==> run_1/clock_map.png <==
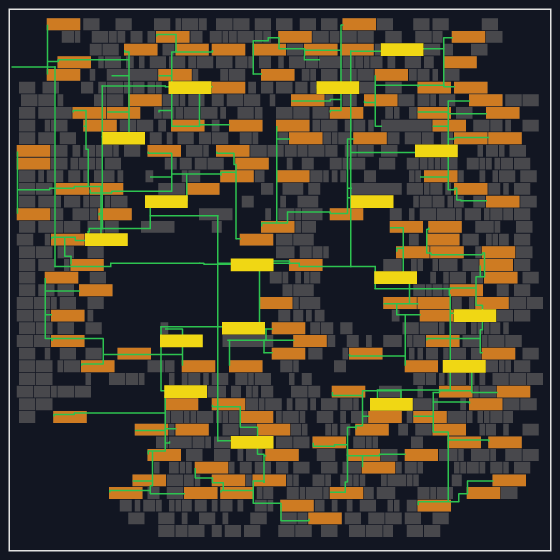
==> run_1/met2.png <==
Scale bar: 20 um.
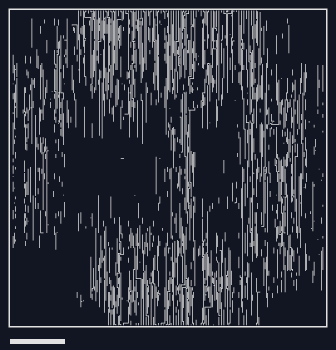
==> run_1/final_placement.png <==
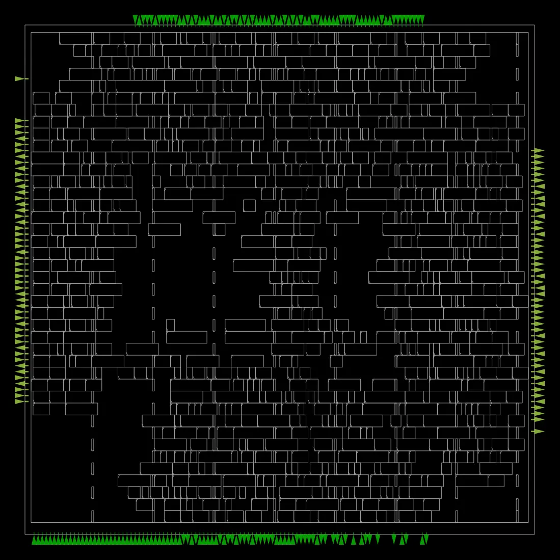
==> config.mk <==
export PLATFORM = sky130hd
export DESIGN_NAME = cpu_mem_arbiter
export DESIGN_NICKNAME = d
export VERILOG_FILES = /design/src/rtl/cpu_mem_arbiter_pkg.sv /design/src/rtl/cpu_mem_arbiter.sv
export SDC_FILE = /design/constraint.sdc
export NUM_CORES = 1
export LEC_CHECK = 0
export CAP_MARGIN = 10
export CORE_UTILIZATION = 40
export CTS_CLUSTER_DIAMETER = 30
export DETAILED_ROUTE_END_ITERATION = 6
export PLACE_DENSITY = 0.88
export SETUP_SLACK_MARGIN = 0.2
export SYNTH_ARGS = -nofsm -noshare
export SYNTH_HDL_FRONTEND = slang
export SYNTH_SLANG_ARGS = --single-unit
==> constraint.sdc <==
create_clock -name clk -period 2.4 [get_ports clk]
set_input_delay 0.36 -clock clk [delete_from_list [all_inputs] [get_ports clk]]
set_output_delay 0.36 -clock clk [all_outputs]
set_load 0.005 [all_outputs]
==> src/rtl/cpu_mem_arbiter_pkg.sv <==
`default_nettype none
// +--------------------------------------------------------------------------+
// | cpu_mem_arbiter_pkg                                                      |
// | Shared FSM / port-select types and helpers for the CPU memory arbiter.   |
// | Rev 1.0                                                                  |
// +--------------------------------------------------------------------------+
package cpu_mem_arbiter_pkg;

  typedef enum logic [1:0] {
    ST_IDLE   = 2'd0,
    ST_ACCESS = 2'd1,
    ST_WAIT   = 2'd2,
    ST_RESP   = 2'd3
  } arb_state_t;

  typedef enum logic {
    ARB_PORT_I = 1'b0,
    ARB_PORT_D = 1'b1
  } arb_port_t;

  // Wide enough for RAM_LATENCY-1 with RAM_LATENCY up to 7.
  localparam int LAT_CNT_W = 3;

  // Byte address to 32-bit word index; the byte offset is simply shifted out.
  function automatic logic [29:0] word_index(input logic [31:0] byte_addr);
    return 30'(byte_addr >> 2);
  endfunction

endpackage
`default_nettype wire

==> src/rtl/cpu_mem_arbiter.sv <==
`default_nettype none
// +--------------------------------------------------------------------------+
// | cpu_mem_arbiter                                                          |
// | Shares one single-port SRAM between the core's fetch and data ports.     |
// | Rev 1.0                                                                  |
// +--------------------------------------------------------------------------+
module cpu_mem_arbiter
  import cpu_mem_arbiter_pkg::*;
#(
  parameter int ADDR_W      = 12,
  parameter int RAM_LATENCY = 1
) (
  input  logic              clk,
  input  logic              rst,
  input  logic              i_req_in,
  input  logic [31:0]       i_addr_in,
  output logic              i_ready_out,
  output logic              i_valid_out,
  output logic [31:0]       i_rdata_out,
  input  logic              d_req_in,
  input  logic              d_read_en_in,
  input  logic              d_write_en_in,
  input  logic [31:0]       d_addr_in,
  input  logic [31:0]       d_wdata_in,
  input  logic [3:0]        d_byte_en_in,
  output logic              d_ready_out,
  output logic              d_valid_out,
  output logic [31:0]       d_rdata_out,
  output logic              ram_en_out,
  output logic [3:0]        ram_we_out,
  output logic [ADDR_W-1:0] ram_addr_out,
  output logic [31:0]       ram_wdata_out,
  input  logic [31:0]       ram_rdata_in
);

  localparam logic [LAT_CNT_W-1:0] c_LAT_M1 = LAT_CNT_W'(RAM_LATENCY - 1);

  arb_state_t            r_state;
  arb_port_t             r_port;
  logic                  r_zero_resp;
  logic [LAT_CNT_W-1:0]  r_lat_cnt;
  logic                  r_i_ready;
  logic                  r_i_valid;
  logic [31:0]           r_i_rdata;
  logic                  r_d_ready;
  logic                  r_d_valid;
  logic [31:0]           r_d_rdata;
  logic                  r_ram_en;
  logic [3:0]            r_ram_we;
  logic [ADDR_W-1:0]     r_ram_addr;
  logic [31:0]           r_ram_wdata;

  logic [29:0]           w_i_word;
  logic [29:0]           w_d_word;
  logic [31:0]           w_resp_data;
  logic                  w_unused_word;

  assign w_i_word      = word_index(i_addr_in);
  assign w_d_word      = word_index(d_addr_in);
  // Upper word-index bits beyond the SRAM depth wrap away.
  assign w_unused_word = ^{w_i_word, w_d_word};
  assign w_resp_data   = r_zero_resp ? 32'h0 : ram_rdata_in;

  always_ff @(posedge clk) begin
    if (!rst) begin
      r_state     <= ST_IDLE;
      r_port      <= ARB_PORT_I;
      r_zero_resp <= 1'b0;
      r_lat_cnt   <= '0;
      r_i_ready   <= 1'b0;
      r_i_valid   <= 1'b0;
      r_i_rdata   <= 32'h0;
      r_d_ready   <= 1'b0;
      r_d_valid   <= 1'b0;
      r_d_rdata   <= 32'h0;
      r_ram_en    <= 1'b0;
      r_ram_we    <= 4'h0;
      r_ram_addr  <= '0;
      r_ram_wdata <= 32'h0;
    end else begin
      r_i_ready <= 1'b0;
      r_d_ready <= 1'b0;
      r_i_valid <= 1'b0;
      r_d_valid <= 1'b0;
      r_ram_en  <= 1'b0;
      r_ram_we  <= 4'h0;
      case (r_state)
        ST_IDLE: begin
          if (d_req_in) begin
            r_port      <= ARB_PORT_D;
            r_d_ready   <= 1'b1;
            r_ram_en    <= d_read_en_in | d_write_en_in;
            r_ram_we    <= d_write_en_in ? d_byte_en_in : 4'h0;
            r_ram_addr  <= w_d_word[ADDR_W-1:0];
            r_ram_wdata <= d_wdata_in;
            // Writes (including read+write) and no-ops answer with zero data.
            r_zero_resp <= d_write_en_in | ~d_read_en_in;
            r_state     <= ST_ACCESS;
          end else if (i_req_in) begin
            r_port      <= ARB_PORT_I;
            r_i_ready   <= 1'b1;
            r_ram_en    <= 1'b1;
            r_ram_addr  <= w_i_word[ADDR_W-1:0];
            r_ram_wdata <= 32'h0;
            r_zero_resp <= 1'b0;
            r_state     <= ST_ACCESS;
          end
        end
        ST_ACCESS: begin
          r_lat_cnt <= c_LAT_M1;
          r_state   <= ST_WAIT;
        end
        ST_WAIT: begin
          if (r_lat_cnt == '0) begin
            if (r_port == ARB_PORT_D) begin
              r_d_valid <= 1'b1;
              r_d_rdata <= w_resp_data;
            end else begin
              r_i_valid <= 1'b1;
              r_i_rdata <= w_resp_data;
            end
            r_state <= ST_RESP;
          end else begin
            r_lat_cnt <= r_lat_cnt - 1'b1;
          end
        end
        ST_RESP: begin
          r_state <= ST_IDLE;
        end
        default: begin
          r_state <= ST_IDLE;
        end
      endcase
    end
  end

  assign i_ready_out   = r_i_ready;
  assign i_valid_out   = r_i_valid;
  assign i_rdata_out   = r_i_rdata;
  assign d_ready_out   = r_d_ready;
  assign d_valid_out   = r_d_valid;
  assign d_rdata_out   = r_d_rdata;
  assign ram_en_out    = r_ram_en;
  assign ram_we_out    = r_ram_we;
  assign ram_addr_out  = r_ram_addr;
  assign ram_wdata_out = r_ram_wdata;

endmodule
`default_nettype wire

==> reports/results.ini, run 1 <==
[sta]
finalMaxSlewViolations = 0
period_used_pct = 82.9
min_period_ns = 1.99
hold_viol_final = 0
tns_ns = 0
rsz0062_at_grt = no
setup_viol = 0
worst_slew_pin_slew_ns = 0.671
max_freq_mhz = 503
relSlewSlack_pct = 55.3

[min_path]
hold_path.class = in2reg
hold_depth = 2
hold_path_end = ram_addr_out[1]
hp-start = rst

[power]
power.density_mw_per_mm2 = 915
p_sw_share_pct = 28.3
irDropWorstVdd_mv = 0.486
fin_total_pwr_mw = 7.31
p_comb_mw = 2.12
p_int_mw = 5.24
p_sw_mw = 2.07
p_seq_share_pct = 34.7
leakagePower_nw = 3.08
power_leader = clock
combPwrFrac_pct = 28.9
p_seq_mw = 2.54

[floorplanning]
coreArea_mm2 = 0.0126
io_pins = 255
die_area_mm2 = 0.0134
rows = 41
fp-utilization_pct = 41.1
die_w_um = 116
die_y_um = 116

[cts]
clockRootBuffer = clkbuf_16
clock_latency_ns = 0.41
cts.clk_slew.worst_paths_ns = 0.05
cts_sinks = 124
cts.repair.resized = 0
cts_max_path_buffers = 2
cts_tree = yes
ctsHoldBuffers = 0
cts_made_buffers = 17
cts_setup_buffers = 0
htree_levels = 4

[logic_synthesis]
syn_avg_cell_area_um2 = 8.98
largest_area_cell = dfxtp_1
top_cell = nand2_1
ys_sh_aoi_pct = 19.4
syn_inst = 578
ys_chip_area_mm2 = 0.00519
ys.flops = 124
syn_area_mm2 = 0.00519
ys_sh_xor_pct = 0
adder_share_pct = 1.45
common_cells = 177 x nand2_1, 124 x dfxtp_1, 72 x a21boi_1
ff_type = dfxtp_1
synth.top_cell.area_share_pct = 47.8
synthMuxAreaShare_pct = 2.51
yosysUniqueCellTypes = 31
synth_stat.cells = 578
synthSimpleGateAreaFrac_pct = 22.5
synth-edff-count = 0
synth.logic.top_family = simple AND/OR/NAND/NOR gates
ys_seq_share_pct = 47.8
synthTopCellsByArea = dfxtp_1 48%, nand2_1 13%, a21boi_1 10%
syn-num-nets = 722
yosys_warnings = 0
async_flop_share_pct = 0

[worst_setup_path]
critPathCaptureType = flip-flop
critical_path.max_fanout = 17
crit_path_top_delay_cell = and3_1
crit_arrival_ns = 2.32
cp-endpoint = d_rdata_out[21]
path_depth = 6
crit_start = r_state[0]
start_kind = flip-flop
path_cells = inv_1 > ha_1 > and3_1 > buf_4 > nand2_1 > a21boi_1
r2r-end = d_rdata_out[21]
rr_startpoint = r_state[0]
crit_type = reg2reg
required_ns = 2.73
r2r_cells = 6
slowest_delay_ns = 0.63
cp_top_family = simple AND/OR/NAND/NOR gates
r2r_slack_ns = 0.41
cp_num_buf_inv = 2

[cells_and_area]
area_delta_synth_final_pct = 53.9
mostFrequentLayoutCells = 212 x clkdlybuf4s50_1, 177 x nand2_1, 124 x dfxtp_1
antennaDiodeCount = 0
mi_logic_area_mm2 = 0.00238
nNetsFinal = 925
drive_gt1_share_pct = 8.46
layout_top_cell = clkdlybuf4s50_1
seqCellArea_mm2 = 0.00248

[global_route]
grt_pass1_vias = 4427
grt-ovfl-total = 0
track_usage_pct = 20.9
grt_pass1_wl_mm = 21.5
grt_antenna_before_repair = 0
grt_max_degree = 67

[place]
place_congestion = 0.737
post-dp-hpwl_mm = 9.57
dpl.cell_count = 934
io_buffers = 214

[route]
drt-wirelength-per-cell_um = 14.4
vias_per_cell = 4.86
dr.pass1.iters = 4
drt_drc_violations_left = 0
dr.first_iter.drc_count = 326
antenna_left = 0

[run_status]
status = complete, no violations

[run]
warnings = 69
maxCapViolCount = 0

About clock_map.png:
legend:
  clock wires:
    color: green
    length: 1540 um
  flip-flops:
    color: orange
    count: 124
  cells driving clock nets:
    color: yellow
    count: 17
routed clock nets: 18
Clock Skew: 0.00915 ns
Clock group: 2.66 mW
Clk pwr share: 36.4%

About met2.png:
wire length on this layer: 6910 um
share of all routed wire: 50%
longest straight run: 50.8 um
nets with wire on the layer: 754
via count: 4683
WL final: 13.9 mm

About final_placement.png:
flop share of the area: 31.1%
Layout fillers: 1041
final core occ: 63.3%
tap cells: 172
Layout Cells excl Fill: 964

run 1: registers in the layout, summed over array words and instances (netlist names):
signal,flops
ram_wdata_out,32
i_valid_out,1
r_zero_resp,1
ram_en_out,1
i_ready_out,1
r_lat_cnt,3
d_rdata_out,32
d_ready_out,1
d_valid_out,1
r_port,1
i_rdata_out,32
ram_we_out,4
ram_addr_out,12
r_state,2
run 1: through the flow:
stage / cell area [um2] / worst slack, ns / utilization [%] / hold WS [ns]
4_1_cts: 7990 / 0.400 / 63.3 / 0.285
2_1_floorplan: 5190 / 0.967 / - / 0.447
6_report: 7990 / 0.411 / 63.3 / 0.303
3_3_place_gp: 7380 / 0.498 / 58.5 / 0.436
5_1_grt: 7990 / 0.246 / 63.3 / 0.312
3_5_place_dp: 7380 / 0.419 / 58.5 / 0.443
run 1: layer usage:
layer  GRT usage [%]  vias to the layer above  share of wire [%]
met4            10.4                        0                2.7
li1                -                     2309                  -
met2            35.4                      163                 50
met3            7.06                       30                6.9
met1            23.3                     2181                 41
met5               0                        -                  0
run 1: worst reg2reg max path: stages (launching register included):
cell and delay, ns:
dfxtp_1 0.32, inv_1 0.10, ha_1 0.28, and3_1 0.63, buf_4 0.34, nand2_1 0.07
a21boi_1 0.16
run 1: cells by family (layout without fill, tap and decap cells):
| family | Yosys count | in the layout |
|---|---|---|
| simple gates | 263 | 263 |
| flops | 124 | 124 |
| compound gates | 120 | 120 |
| buf+inv | 52 | 266 |
| mux | 13 | 13 |
| fa+ha+maj | 6 | 6 |
run 1: final cells by class:
cell class	count	area share [%]
Clock buffer	22	5.93
Clock inverter	8	1.75
Inverter	6	0.282
Multi-Input combinational cell	402	29.8
Sequential cell	124	31.1
Tap cell	172	2.69
Timing Repair Buffer	230	28.5
==> run_1/pdn.png <==
Pins as bars on the die edge. Tap cells in gray.
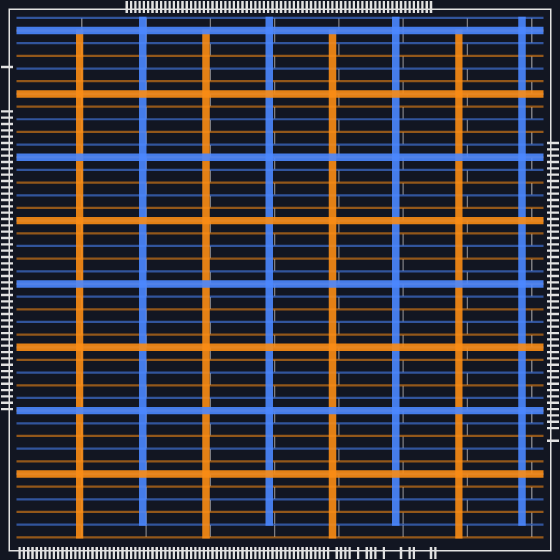

==> inputs of run 2 (changes only) <==
- CORE_UTILIZATION: 40 -> 37
- PLACE_DENSITY: 0.88 -> 0.85
- clock period: 2.4 -> 1.8 ns (I/O delays scaled with it)
==> run_2/pdn.png <==
Pins as bars on the die edge. Tap cells in gray.
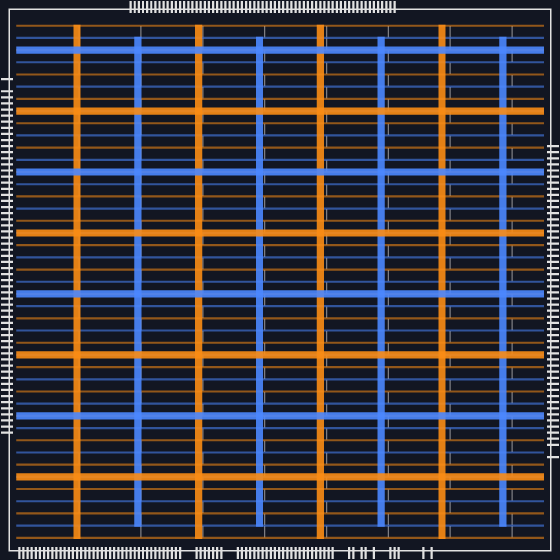
legend:
  VDD:
    color: blue
  VSS:
    color: orange
met4 straps: 8
rows: 42
met5 straps: 8
met1 rails: 43
tap cells: 176
Worst IR Drop VDD: 0.670 mV
Core Footprint: 0.0135 mm2

==> run_2/clock_map.png <==
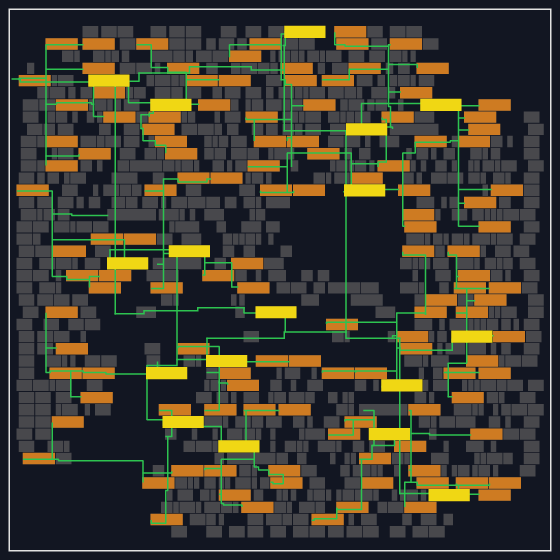
legend:
  cells driving clock nets:
    color: yellow
    count: 17
  clock wires:
    color: green
    length: 1580 um
  flip-flops:
    color: orange
    count: 124
routed clock nets: 18
Clk pwr share: 36.9%
Clock Latency Late Sink: 0.41 ns
Clock Skew: 0.00413 ns

==> run_2/cell_classes.png <==
Scale bar: 20 um. Fill, decap, tap and diode cells in gray.
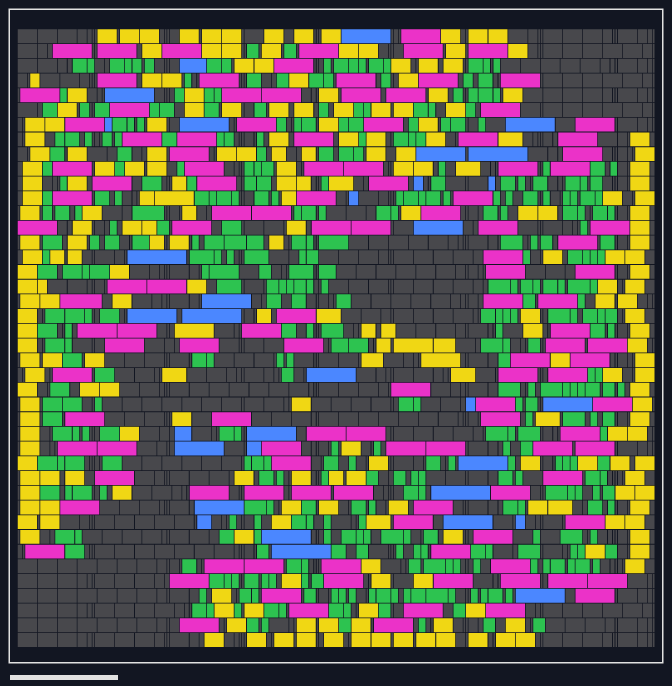
legend:
  clock drivers and dummy loads:
    color: blue
    cells: 32
    share_of_their_area: 8.1%
  flops:
    color: magenta
    cells: 124
    share_of_their_area: 31%
  all other logic:
    color: green
    cells: 408
    share_of_their_area: 31%
  other buffers and delay cells:
    color: yellow
    cells: 237
    share_of_their_area: 30%
flop share of the area: 30.5%
final core occ: 60.6%

==> reports/results.ini, run 2 <==
[logic_synthesis]
syn-num-nets = 722  ; unchanged
yosys_warnings = 0  ; unchanged
ff_type = dfxtp_1
syn_avg_cell_area_um2 = 8.98  ; unchanged
syn_area_mm2 = 0.00519  ; unchanged
ys.flops = 124  ; unchanged
largest_area_cell = dfxtp_1
synthTopCellsByArea = dfxtp_1 48%, nand2_1 13%, a21boi_1 10%
yosysUniqueCellTypes = 31  ; unchanged
synth_stat.cells = 578  ; unchanged
synth-edff-count = 0  ; unchanged
common_cells = 177 x nand2_1, 124 x dfxtp_1, 72 x a21boi_1
ys_chip_area_mm2 = 0.00519  ; unchanged
ys_seq_share_pct = 47.8  ; unchanged
syn_inst = 578  ; unchanged
async_flop_share_pct = 0  ; unchanged

[route]
dr.first_iter.drc_count = 271  ; -17%
vias = 4635  ; -1.0%
dr.pass1.iters = 5  ; +1
vias_per_cell = 4.74  ; -2.3%
drt-wirelength-per-cell_um = 14.1  ; -2.0%
drt_drc_violations_left = 0  ; unchanged
routed_wl_mm = 13.8  ; -0.71%

[worst_setup_path]
start_kind = flip-flop
path_cells = clkdlybuf4s50_1
critPathCaptureType = output pin
crit_path_top_delay_cell = clkdlybuf4s50_1
cp_num_buf_inv = 1  ; -1
slowest_delay_ns = 0.54  ; -0.09 ns
required_ns = 1.53  ; -1.20 ns
critical_path.max_fanout = 2  ; -15
path_depth = 1  ; -5
cp_top_family = buffers and inverters
crit_arrival_ns = 1.30  ; -1.02 ns
crit_type = reg2out
r2r_cells = 6  ; unchanged

[cts]
cts_made_buffers = 17  ; unchanged
cts_setup_buffers = 0  ; unchanged
cts_max_path_buffers = 2  ; unchanged
cts_sinks = 124  ; unchanged
cts_tree = yes
htree_levels = 4  ; unchanged
clockRootBuffer = clkbuf_16
cts.clk_slew.worst_paths_ns = 0.06  ; about the same

[global_route]
grt_antenna_before_repair = 0  ; unchanged
track_usage_pct = 19.9  ; -0.99 points
grt_max_degree = 45  ; -33%
grt_pass1_wl_mm = 22.2  ; +3.2%
grt-ovfl-total = 0  ; unchanged
grt_pass1_vias = 4472  ; +1.0%

[power]
combPwrFrac_pct = 29.0  ; about the same
p_clk_mw = 3.67  ; +38%
p_seq_share_pct = 34.0  ; -0.7 points
p_comb_mw = 2.89  ; +36%
p_sw_mw = 2.80  ; +35%
p_int_mw = 7.15  ; +36%
leakagePower_nw = 3.29  ; +6.8%
p_sw_share_pct = 28.1  ; -0.19 points
fin_total_pwr_mw = 9.95  ; +36%
power.density_mw_per_mm2 = 1220  ; +33%
power_leader = clock

[floorplanning]
die_area_mm2 = 0.0145  ; +8.0%
die_w_um = 120  ; +3.9%
die_y_um = 120  ; +3.9%
fp-utilization_pct = 38.6  ; -2.5 points
rows = 42  ; +2.4%
io_pins = 255  ; unchanged

[place]
io_buffers = 214  ; unchanged
placed_area_mm2 = 0.00746  ; +1.1%
dpl.cell_count = 945  ; +1.2%
post-dp-hpwl_mm = 9.65  ; +0.90%
place_congestion = 0.770  ; +4.4%
dp_worst_setup_slack_ns = 0.0927  ; -0.326 ns

[cells_and_area]
antennaDiodeCount = 0  ; unchanged
instances_no_fill = 977  ; +1.3%
mostFrequentLayoutCells = 203 x clkdlybuf4s50_1, 177 x nand2_1, 123 x dfxtp_1
nNetsFinal = 932  ; +0.76%
drive_gt1_share_pct = 10.2  ; +1.8 points
area_delta_synth_final_pct = 57.0

[sta]
max_freq_mhz = 638
hold_ws_ns = 0.237  ; -0.0659 ns
hold_viol_final = 0  ; unchanged
setup_slack_ns = 0.234  ; -0.177 ns
tns_ns = 0  ; unchanged
worst_slew_pin_slew_ns = 0.401  ; -0.269 ns
setup_viol = 0  ; unchanged
rsz0062_at_grt = yes
finalMaxSlewViolations = 0  ; unchanged
min_period_ns = 1.57
relSlewSlack_pct = 73.2  ; +18 points
period_used_pct = 87.0

[min_path]
hold_depth = 3  ; +1
hold_path.class = in2reg

[run]
warnings = 70  ; +1.4%
maxCapViolCount = 0  ; unchanged

[run_status]
status = complete, no violations

-- run 2: path summary, 6_finish.rpt --
path                    start                end  slack (ns)
min reg2reg  ram_wdata_out[1]   ram_wdata_out[1]        0.44
min                  d_req_in  ram_wdata_out[14]        0.24
max reg2reg      r_lat_cnt[0]         r_state[0]        0.28
max          ram_wdata_out[4]   ram_wdata_out[4]        0.23
-- run 2: layer usage --
| metal | global-route usage, % | vias up | part of all wire (%) |
|---|---|---|---|
| met4 | 9.10 | 0 | 2.7 |
| met5 | 0 | - | 0 |
| met1 | 22.2 | 2109 | 42 |
| met3 | 7.45 | 29 | 7.0 |
| met2 | 33.5 | 166 | 48 |
| li1 | - | 2331 | - |
-- run 2: area by class of cell --
cell class	count	area (um2)
multi-input combinational	402	2400
timing repair buffer	237	2380
fill	1156	5300
clock buffer	20	447
sequential	124	2480
inverter	6	22.5
tap	176	220
clock inverter	12	194
-- run 2: cells by family (layout without fill, tap and decap cells) --
logic type                 count (synthesis)  after routing  share of synthesized area (%)
muxes                                     13             13                           2.51
buffers and inverters                     52            275                           6.34
AOI/OAI and AO/OA                        120            120                           19.4
DFF                                      124            124                           47.8
adders and majority gates                  6              6                           1.45
and+or+nand+nor                          263            263                           22.5
-- run 2: timing repair --
item	in CTS	in global routing
endpoints found under the setup margin	28	62
pin swaps	0	1
gates resized	2	16
hold buffers	0	0
-- run 2: worst reg2reg max path: cells and delay by family, from the launching register on --
kind | cells | cell delay, ns
DFF | 1 | 0.35
buffers and inverters | 1 | 0.05
AOI/OAI and AO/OA | 2 | 0.38
and+or+nand+nor | 1 | 0.23
adders and majority gates | 2 | 0.39
Power is estimated from default activity; no workload was simulated.
